## src/rtl/tl_timer_pkg.sv

```systemverilog
// Shared types and constants for the traffic-light timer bank.
package tl_timer_pkg;

  typedef enum logic [1:0] {
    TMR_IDLE   = 2'd0,
    TMR_RUN    = 2'd1,
    TMR_PAUSED = 2'd2,
    TMR_DONE   = 2'd3
  } tmr_state_t;

  localparam logic TMR_ONESHOT    = 1'b0;
  localparam logic TMR_AUTORELOAD = 1'b1;

  function automatic logic tmr_is_active(input tmr_state_t s);
    return (s == TMR_RUN) || (s == TMR_PAUSED);
  endfunction

endpackage

```

## src/rtl/tl_timer_ch.sv

```systemverilog
// One reloadable down-counter channel: FSM, counter and reload register.
module tl_timer_ch
  import tl_timer_pkg::*;
#(
  parameter int CNT_W = 32
) (
  input  logic             clk,
  input  logic             rst_n,
  input  logic             tick,
  input  logic             load,
  input  logic [CNT_W-1:0] val,
  input  logic             mode,
  input  logic             pause,
  input  logic             clear,
  output logic             expired,
  output logic             expire_pulse,
  output logic             running,
  output logic [CNT_W-1:0] remaining
);

  localparam logic [CNT_W-1:0] CNT_ZERO = {CNT_W{1'b0}};
  localparam logic [CNT_W-1:0] CNT_ONE  = {{(CNT_W-1){1'b0}}, 1'b1};

  tmr_state_t       state_r, state_s;
  logic [CNT_W-1:0] cnt_r, cnt_s;
  logic [CNT_W-1:0] reload_r, reload_s;
  logic             mode_r, mode_s;
  logic             pulse_r, pulse_s;
  logic             running_r;

  // Next-state: clear beats load beats pause beats the tick decrement.
  always_comb begin
    state_s  = state_r;
    cnt_s    = cnt_r;
    reload_s = reload_r;
    mode_s   = mode_r;
    pulse_s  = 1'b0;
    if (clear) begin
      cnt_s   = CNT_ZERO;
      state_s = TMR_IDLE;
    end else if (load) begin
      mode_s = mode;
      if (val != CNT_ZERO) begin
        cnt_s    = val;
        reload_s = val;
        state_s  = pause ? TMR_PAUSED : TMR_RUN;
      end else begin
        // A zero period expires at once and never re-arms, even in auto-reload.
        cnt_s    = CNT_ZERO;
        reload_s = CNT_ZERO;
        state_s  = TMR_DONE;
        pulse_s  = 1'b1;
      end
    end else begin
      case (state_r)
        TMR_RUN, TMR_PAUSED: begin
          if (pause) begin
            state_s = TMR_PAUSED;
          end else begin
            // Leaving PAUSED counts on the same edge so a pause costs only its own cycles.
            state_s = TMR_RUN;
            if (tick && (cnt_r > CNT_ONE)) begin
              cnt_s = cnt_r - CNT_ONE;
            end else if (tick && (cnt_r == CNT_ONE)) begin
              pulse_s = 1'b1;
              if (mode_r == TMR_AUTORELOAD) begin
                cnt_s = reload_r;
              end else begin
                cnt_s   = CNT_ZERO;
                state_s = TMR_DONE;
              end
            end else begin
              cnt_s = cnt_r;
            end
          end
        end
        TMR_IDLE, TMR_DONE: state_s = state_r;
        default:            state_s = TMR_IDLE;
      endcase
    end
  end

  // Channel state registers.
  always_ff @(posedge clk or negedge rst_n) begin
    if (!rst_n) begin
      state_r   <= TMR_IDLE;
      cnt_r     <= CNT_ZERO;
      reload_r  <= CNT_ZERO;
      mode_r    <= TMR_ONESHOT;
      pulse_r   <= 1'b0;
      running_r <= 1'b0;
    end else begin
      state_r   <= state_s;
      cnt_r     <= cnt_s;
      reload_r  <= reload_s;
      mode_r    <= mode_s;
      pulse_r   <= pulse_s;
      running_r <= tmr_is_active(state_s);
    end
  end

  assign expired      = (state_r == TMR_IDLE) || (state_r == TMR_DONE);
  assign expire_pulse = pulse_r;
  assign running      = running_r;
  assign remaining    = cnt_r;

endmodule

```

## src/rtl/tl_timer_bank.sv

```systemverilog
// Bank of independent timer channels sharing one free-running prescaler.
module tl_timer_bank
  import tl_timer_pkg::*;
#(
  parameter int N_CH     = 4,
  parameter int CNT_W    = 32,
  parameter int PRESCALE = 1
) (
  input  logic                  clk,
  input  logic                  rst_n,
  input  logic [N_CH-1:0]       load,
  input  logic [N_CH*CNT_W-1:0] load_val,
  input  logic [N_CH-1:0]       mode,
  input  logic [N_CH-1:0]       pause,
  input  logic [N_CH-1:0]       clear,
  output logic [N_CH-1:0]       expired,
  output logic [N_CH-1:0]       expire_pulse,
  output logic [N_CH-1:0]       running,
  output logic [N_CH*CNT_W-1:0] remaining
);

  localparam int PW = (PRESCALE > 1) ? $clog2(PRESCALE) : 1;
  localparam logic [PW-1:0] PRE_LAST = PW'(PRESCALE - 1);
  localparam logic [PW-1:0] PRE_ONE  = PW'(1);

  logic [PW-1:0] presc_r;
  logic          tick_s;

  // Loads never restart the prescaler, so tick phase is global.
  assign tick_s = (presc_r == PRE_LAST);

  // Free-running prescaler 0..PRESCALE-1.
  always_ff @(posedge clk or negedge rst_n) begin
    if (!rst_n) begin
      presc_r <= {PW{1'b0}};
    end else if (tick_s) begin
      presc_r <= {PW{1'b0}};
    end else begin
      presc_r <= presc_r + PRE_ONE;
    end
  end

  for (genvar i = 0; i < N_CH; i++) begin : g_ch
    tl_timer_ch #(.CNT_W(CNT_W)) u_ch (
      .clk          (clk),
      .rst_n        (rst_n),
      .tick         (tick_s),
      .load         (load[i]),
      .val          (load_val[i*CNT_W +: CNT_W]),
      .mode         (mode[i]),
      .pause        (pause[i]),
      .clear        (clear[i]),
      .expired      (expired[i]),
      .expire_pulse (expire_pulse[i]),
      .running      (running[i]),
      .remaining    (remaining[i*CNT_W +: CNT_W])
    );
  end

endmodule

```

## config.mk

```make
export PLATFORM = sky130hd
export DESIGN_NAME = tl_timer_bank
export DESIGN_NICKNAME = d
export VERILOG_FILES = /design/src/rtl/tl_timer_pkg.sv /design/src/rtl/tl_timer_ch.sv /design/src/rtl/tl_timer_bank.sv
export SDC_FILE = /design/constraint.sdc
export NUM_CORES = 1
export LEC_CHECK = 0
export CELL_PAD_IN_SITES_DETAIL_PLACEMENT = 1
export CELL_PAD_IN_SITES_GLOBAL_PLACEMENT = 2
export CORE_MARGIN = 2
export CORE_UTILIZATION = 32
export CTS_BUF_LIST = sky130_fd_sc_hd__clkbuf_8
export CTS_CLUSTER_DIAMETER = 120
export DETAILED_ROUTE_END_ITERATION = 6
export HOLD_SLACK_MARGIN = 0.1
export PLACE_DENSITY_LB_ADDON = 0.25
export SETUP_SLACK_MARGIN = 0.1
export SLEW_MARGIN = 20
export SYNTH_ARGS = -nofsm -noshare
export SYNTH_HDL_FRONTEND = slang
export SYNTH_SLANG_ARGS = --single-unit
```

## constraint.sdc

```tcl
create_clock -name clk -period 3.4 [get_ports clk]
set_input_delay 0.68 -clock clk [delete_from_list [all_inputs] [get_ports clk]]
set_output_delay 0.68 -clock clk [all_outputs]
set_load 0.05 [all_outputs]
```

Run 1, signal metal coverage by tile:
Scale bar: 50 um. The die is cut into 23 by 23 equal tiles; black is low, pale yellow is high, scaled to the fullest tile. Values are wire area over tile area, all layers added.
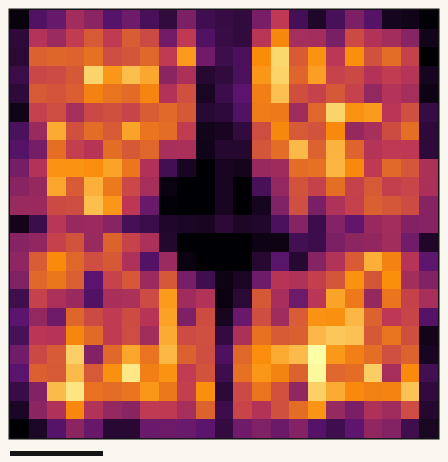
3.6% of the tiles are nearly empty. The emptiest ninth of the die: middle. The fullest tile reaches 0.44. The mean over all tiles is 0.20. The densest ninth of the die: bottom right.

Run 1, a small window of the routed layout:
Scale bar: 20 um. Region (32, 32) to (82, 82) um. Cells in gray, sequential cells in the stronger gray; small squares are vias.
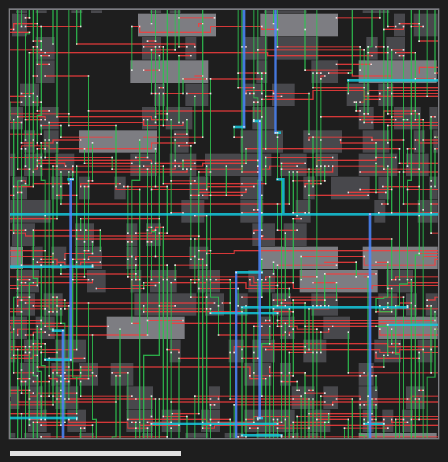
Red marks metal 1. Cyan marks metal 3. Blue marks metal 4. Green marks metal 2.
Sequential cells in the window: 10. Most frequent: nand2_1 (14), nor4_1 (12), buf_4 (12). Netlist names of flops here include g_ch.u_ch.remaining (8), g_ch.u_ch.reload_r (2). 135 logic cells have their middle in the window.

Run 1, cells colored by class:
Fill, decap, tap and diode cells in gray.
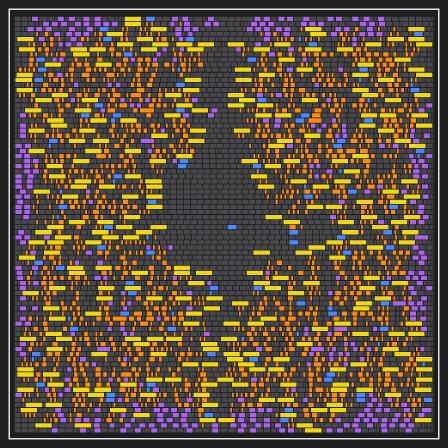
Purple marks other buffers and delay cells, cells 398. Blue marks clock drivers and dummy loads, cells 100. Orange marks combinational and other logic, cells 1,543. Yellow marks flops, cells 276.

==> reports/qor.csv, run 1 <==
stage,metric,value,unit
status,result_of_the_run,"complete, no violations",
synth,mappedNetlistArea,16220,um^2
sta,timing_max_transition_violations_final,0,
cells_and_area,inverters_excl_clock,37,
sta,final_hold_slack,0.4675,ns
clocking,h-tree-depth,2,
cells_and_area,comb_share,39.98,%
cells_and_area,n_multi_input_combinational_cell,1506,
pwr,seq_power_share,38.3,%
cells_and_area,mostFrequentLayoutCell,sky130_fd_sc_hd__nand2_1,
cells_and_area,layout-area-overhead-vs-synth,31.43,%
floorplanning,floorplan.core_util,32.40,%
hold_path,terminating_pin_of_the_worst_hold_path,g_ch[0].u_ch.reload_r[17],
global_routing,grt_pass1_wl,105700,um
clocking,clock_tree.buffer_depth,3,
sta,worstMarginPinSlew,0.8894,ns
pwr,flop_latch_power,4.06,mW
detailed_routing,detail_route.drc_violations,0,
placed_design,placed_cells,2888,
setup_path,crit_path_max_fanout,23,
clocking,cts_hold_buf,1,
synth,enable_flop_cells,0,
pwr,switching_share,37.31,%
detailed_routing,top_signal_layer_used,met4,
detailed_routing,detail-route-antenna-nets,0,
floorplanning,io-pin-count,286,
placed_design,dp.final_hpwl,47650,um
floorplanning,placementRows,82,
cells_and_area,final_core_utilization,42.59,%
setup_path,critical_path.cell_chain,"or4_1, or4_4, o31a_1, nor2_8, a21oi_1, a211oi_1",
clocking,number_of_post_cts_setup_repair_buffers,0,
pwr,total_leakage_power,9.407,nW
setup_path,worst_r2r_path_depth,6,
cells_and_area,post_route_cells_drive_above_1_share,10.70,%
sta,final-hold-violation-count,0,
sta,finalClockSkew,0.01537,ns
pwr,max-vdd-ir-drop,0.2665,mV
cells_and_area,combGateArea,8524,um^2
setup_path,critical_path.top_delay_family,simple AND/OR/NAND/NOR gates,
pwr,power_leader,registers,
global_routing,globalRouteMet2Util,40.71,%
sta,finalCriticalPeriod,3.060,ns
cells_and_area,top_logic_cells_by_instance_count_in_the_layout,"sky130_fd_sc_hd__nand2_1, sky130_fd_sc_hd__clkdlybuf4s50_1, sky130_fd_sc_hd__dfrtp_1",
synth,synth_cell_type_count,81,
detailed_routing,route.detailed.wl_per_inst,22.24,um
setup_path,critical_path.n_buffers_inverters,0,
synth,async_reset_ff_share,100.0,%
job,timing.max_cap.violations,0,
synth,ys_sh_adder,0.8637,%
global_routing,routing_layer_with_the_top_usage_in_global_route,met2,
pwr,p_comb_share,28.3,%
sta,setup-violations-final,0,
sta,rsz_0062_raised_after_global_routing,no,
cells_and_area,num-fill-cells,6033,
setup_path,worstPathRequired,3.96,ns
setup_path,timing.setup.critical_path_class,reg -> reg,
sta,maxSlewHeadroom,40.71,%
global_routing,groute.layer.met3.usage,3.698,%
cells_and_area,antenna-diode-count,0,
floorplanning,core-area,50070,um^2
pwr,total_power,10.62,mW
floorplanning,die_height,229.2,um
cells_and_area,area_share_nonclk_buffers,17.74,%
synth,ff_type,sky130_fd_sc_hd__dfrtp_1,
detailed_routing,vias,16824,
detailed_routing,wl_met3,3199,um
global_routing,maximum_number_of_pins_on_one_net_before_global_route_repair,98,
synth,post_synthesis_share_of_cell_area_spent_on_and_or_nand_and_nor_gates,27.54,%
setup_path,regToRegEndpoint,g_ch[1].u_ch.remaining[3],
setup_path,timing.critical_path.depth,6,
cells_and_area,numSequentialCells,276,
synth,synth_chip_area,16220,um^2
pwr,netSwitchingPower,3.963,mW
cells_and_area,fin_nets,2429,
global_routing,vias_in_the_first_global_route,17869,
job,total_tool_warning_count,30,
cells_and_area,final.clkbuf_count,74,
placed_design,placedInstanceArea,20180,um^2
detailed_routing,detail_route.wirelength.met1,29950,um
cells_and_area,final-instance-count-excl-fill,2989,
pwr,pg_comb,3.00,mW
placed_design,io_buffer_count,285,
placed_design,gpl.final_weighted_congestion,0.8467,
clocking,numCtsBuffers,56,
setup_path,endpoint_kind,register,
detailed_routing,wirelength,66460,um
detailed_routing,detail_route.iter0.violations,1190,
-- run 1: Yosys cell counts, drive strengths merged, types with 22 or more instances --
master | count | share of area, %
nor2 | 116 | 2.8
xor2 | 31 | 1.7
inv | 37 | 0.86
or4 | 26 | 1.3
buf | 47 | 1.9
nor4 | 88 | 3.7
o31ai | 26 | 1.2
nand3 | 39 | 1.2
a31oi | 44 | 1.7
or3 | 24 | 0.93
o21ai | 94 | 2.9
nand4 | 27 | 1.1
nor3 | 67 | 2.1
a211oi | 22 | 1.1
nand2 | 463 | 11
clkbuf | 100 | 2.3
dfrtp | 276 | 43
xnor2 | 27 | 1.5
a21oi | 128 | 4.0
==> inputs of run 2 (changes only) <==
--- a/config.mk
+++ b/config.mk
@@ -5,6 +5,7 @@
 export SDC_FILE = /design/constraint.sdc
 export NUM_CORES = 1
 export LEC_CHECK = 0
+export CAP_MARGIN = 20
 export CELL_PAD_IN_SITES_DETAIL_PLACEMENT = 1
 export CELL_PAD_IN_SITES_GLOBAL_PLACEMENT = 2
 export CORE_MARGIN = 2
Run 2, sequential cells grouped by signal name:
Other sequential cells in the stronger gray, the rest of the logic in the fainter gray.
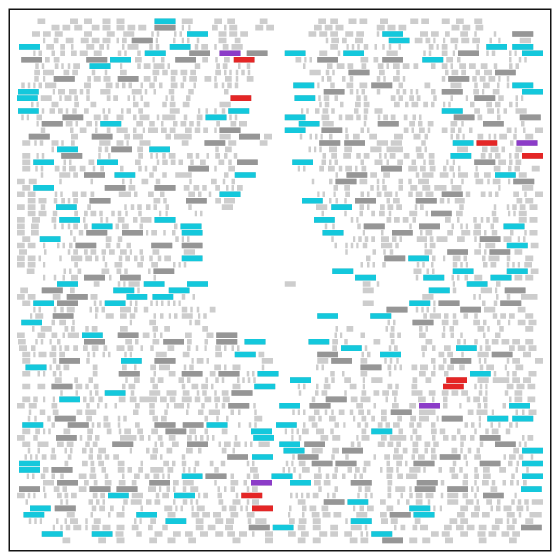
Cyan marks g_ch.u_ch.reload_r, placed flops 128, where spread over the die. Red marks g_ch.u_ch.state_r, placed flops 8. Purple marks g_ch.u_ch.expire_pulse, placed flops 4.

==> reports/qor.csv, run 2 <==
stage,metric,value,unit
status,result_of_the_run,"complete, no violations",
setup_path,crit_end,g_ch[1].u_ch.remaining[3],
sta,max_clock_freq,0.3268,GHz
detailed_routing,vias,16824,
clocking,numCtsBuffers,56,
cells_and_area,mostFrequentLayoutCell,sky130_fd_sc_hd__nand2_1,
detailed_routing,detail-route-antenna-nets,0,
clocking,cts_hold_buf,1,
synth,enable_flop_cells,0,
clocking,h-tree-depth,2,
sta,rsz_0062_raised_after_global_routing,no,
placed_design,gpl.final_weighted_congestion,0.8467,
placed_design,io_buffer_count,285,
synth,yosysWarnings,0,
clocking,tritoncts,built,
global_routing,groute.layer.met3.usage,3.698,%
job,timing.max_cap.violations,0,
pwr,seq_power_share,38.3,%
cells_and_area,combGateArea,8524,um^2
global_routing,maximum_number_of_pins_on_one_net_before_global_route_repair,98,
pwr,total_power,10.62,mW
setup_path,regToRegEndpoint,g_ch[1].u_ch.remaining[3],
pwr,power_leader,registers,
setup_path,worstPathRequired,3.96,ns
sta,finalCriticalPeriod,3.060,ns
detailed_routing,detail_route.wirelength.met1,29950,um
cells_and_area,post_route_cells_drive_above_1_share,10.70,%
synth,synth_cell_type_count,81,
detailed_routing,wl_met3,3199,um
pwr,p_comb_share,28.3,%
detailed_routing,met2RoutedLength,31270,um
synth,top_cell,sky130_fd_sc_hd__nand2_1,
clocking,clock_tree.buffer_depth,3,
sta,final-hold-violation-count,0,
setup_path,endpoint_kind,register,
cells_and_area,fin_nets,2429,
floorplanning,core-area,50070,um^2
pwr,max-vdd-ir-drop,0.2665,mV
floorplanning,die_height,229.2,um
cells_and_area,final-instance-count-excl-fill,2989,
setup_path,critical_path.n_buffers_inverters,0,
synth,mappedNetlistArea,16220,um^2
synth,synth_chip_area,16220,um^2
sta,setup-violations-final,0,
setup_path,timing.critical_path.depth,6,
setup_path,critical_path.top_delay_family,simple AND/OR/NAND/NOR gates,
cells_and_area,top_logic_cells_by_instance_count_in_the_layout,"sky130_fd_sc_hd__nand2_1, sky130_fd_sc_hd__clkdlybuf4s50_1, sky130_fd_sc_hd__dfrtp_1",
job,total_tool_warning_count,30,
detailed_routing,vias_per_cell,5.629,
placed_design,dp.final_hpwl,47650,um
hold_path,terminating_pin_of_the_worst_hold_path,g_ch[0].u_ch.reload_r[17],
setup_path,critical_path.cell_chain,"or4_1, or4_4, o31a_1, nor2_8, a21oi_1, a211oi_1",
setup_path,worstSetupStartpointType,register,
sta,worstMarginPinSlew,0.8894,ns
clocking,number_of_post_cts_setup_repair_buffers,0,
synth,yosys-top-cells-area,"sky130_fd_sc_hd__dfrtp_1, sky130_fd_sc_hd__nand2_1, sky130_fd_sc_hd__a21oi_1, sky130_fd_sc_hd__nor4_1, sky130_fd_sc_hd__o21ai_0",
global_routing,routing_layer_with_the_top_usage_in_global_route,met2,
global_routing,initial_antenna_violation_count,0,
synth,post_synth_most_frequent_cells,"sky130_fd_sc_hd__nand2_1, sky130_fd_sc_hd__dfrtp_1, sky130_fd_sc_hd__a21oi_1",
cells_and_area,antenna-diode-count,0,
floorplanning,io-pin-count,286,
pwr,switching_share,37.31,%
sta,timing_max_transition_violations_final,0,
floorplanning,floorplan.core_util,32.40,%
setup_path,timing.setup.critical_path_class,reg -> reg,
placed_design,placed_cells,2888,
sta,finalClockSkew,0.01537,ns
cells_and_area,final_core_utilization,42.59,%
detailed_routing,detail_route.drc_violations,0,
setup_path,worst_r2r_path_depth,6,
synth,async_reset_ff_share,100.0,%
synth,synth_top_cell_by_area,sky130_fd_sc_hd__dfrtp_1,
sta,maxSlewHeadroom,40.71,%
placed_design,placedInstanceArea,20180,um^2
cells_and_area,num-fill-cells,6033,
global_routing,globalRouteMet2Util,40.71,%
setup_path,crit_path_max_fanout,23,
floorplanning,placementRows,82,
detailed_routing,top_signal_layer_used,met4,
cells_and_area,layout-area-overhead-vs-synth,31.43,%
pwr,netSwitchingPower,3.963,mW
synth,ff_type,sky130_fd_sc_hd__dfrtp_1,
pwr,pg_comb,3.00,mW
detailed_routing,route.detailed.wl_per_inst,22.24,um
pwr,flop_latch_power,4.06,mW
synth,synth.top_cell.area_share,42.57,%
sta,final_hold_slack,0.4675,ns
global_routing,vias_in_the_first_global_route,17869,
global_routing,grt_pass1_wl,105700,um
detailed_routing,detail_route.iter0.violations,1190,
## run 2: cells by family (layout without fill, tap and decap cells)
| group | Yosys count | count (layout) | synth area share, % |
|---|---|---|---|
| adder cells (fa/ha/maj) | 12 | 12 | 0.8638 |
| multiplexers | 2 | 2 | 0.1234 |
| AND/OR/NAND/NOR | 938 | 938 | 27.54 |
| buffers and inverters | 184 | 535 | 5.121 |
| flip-flops | 276 | 276 | 42.57 |
| XOR/XNOR | 58 | 58 | 3.131 |
| AND-OR/OR-AND | 496 | 496 | 20.65 |
## run 2: final cells by class
type / instances / share of cell area [%]
Clock buffer: 74 / 4.776
Timing Repair Buffer: 398 / 17.74
Sequential cell: 276 / 32.39
Inverter: 37 / 0.6513
Multi-Input combinational cell: 1506 / 39.98
Tap cell: 672 / 3.943
Clock inverter: 26 / 0.5222
Power figures rest on the tool's default switching activity, not on a simulated workload.
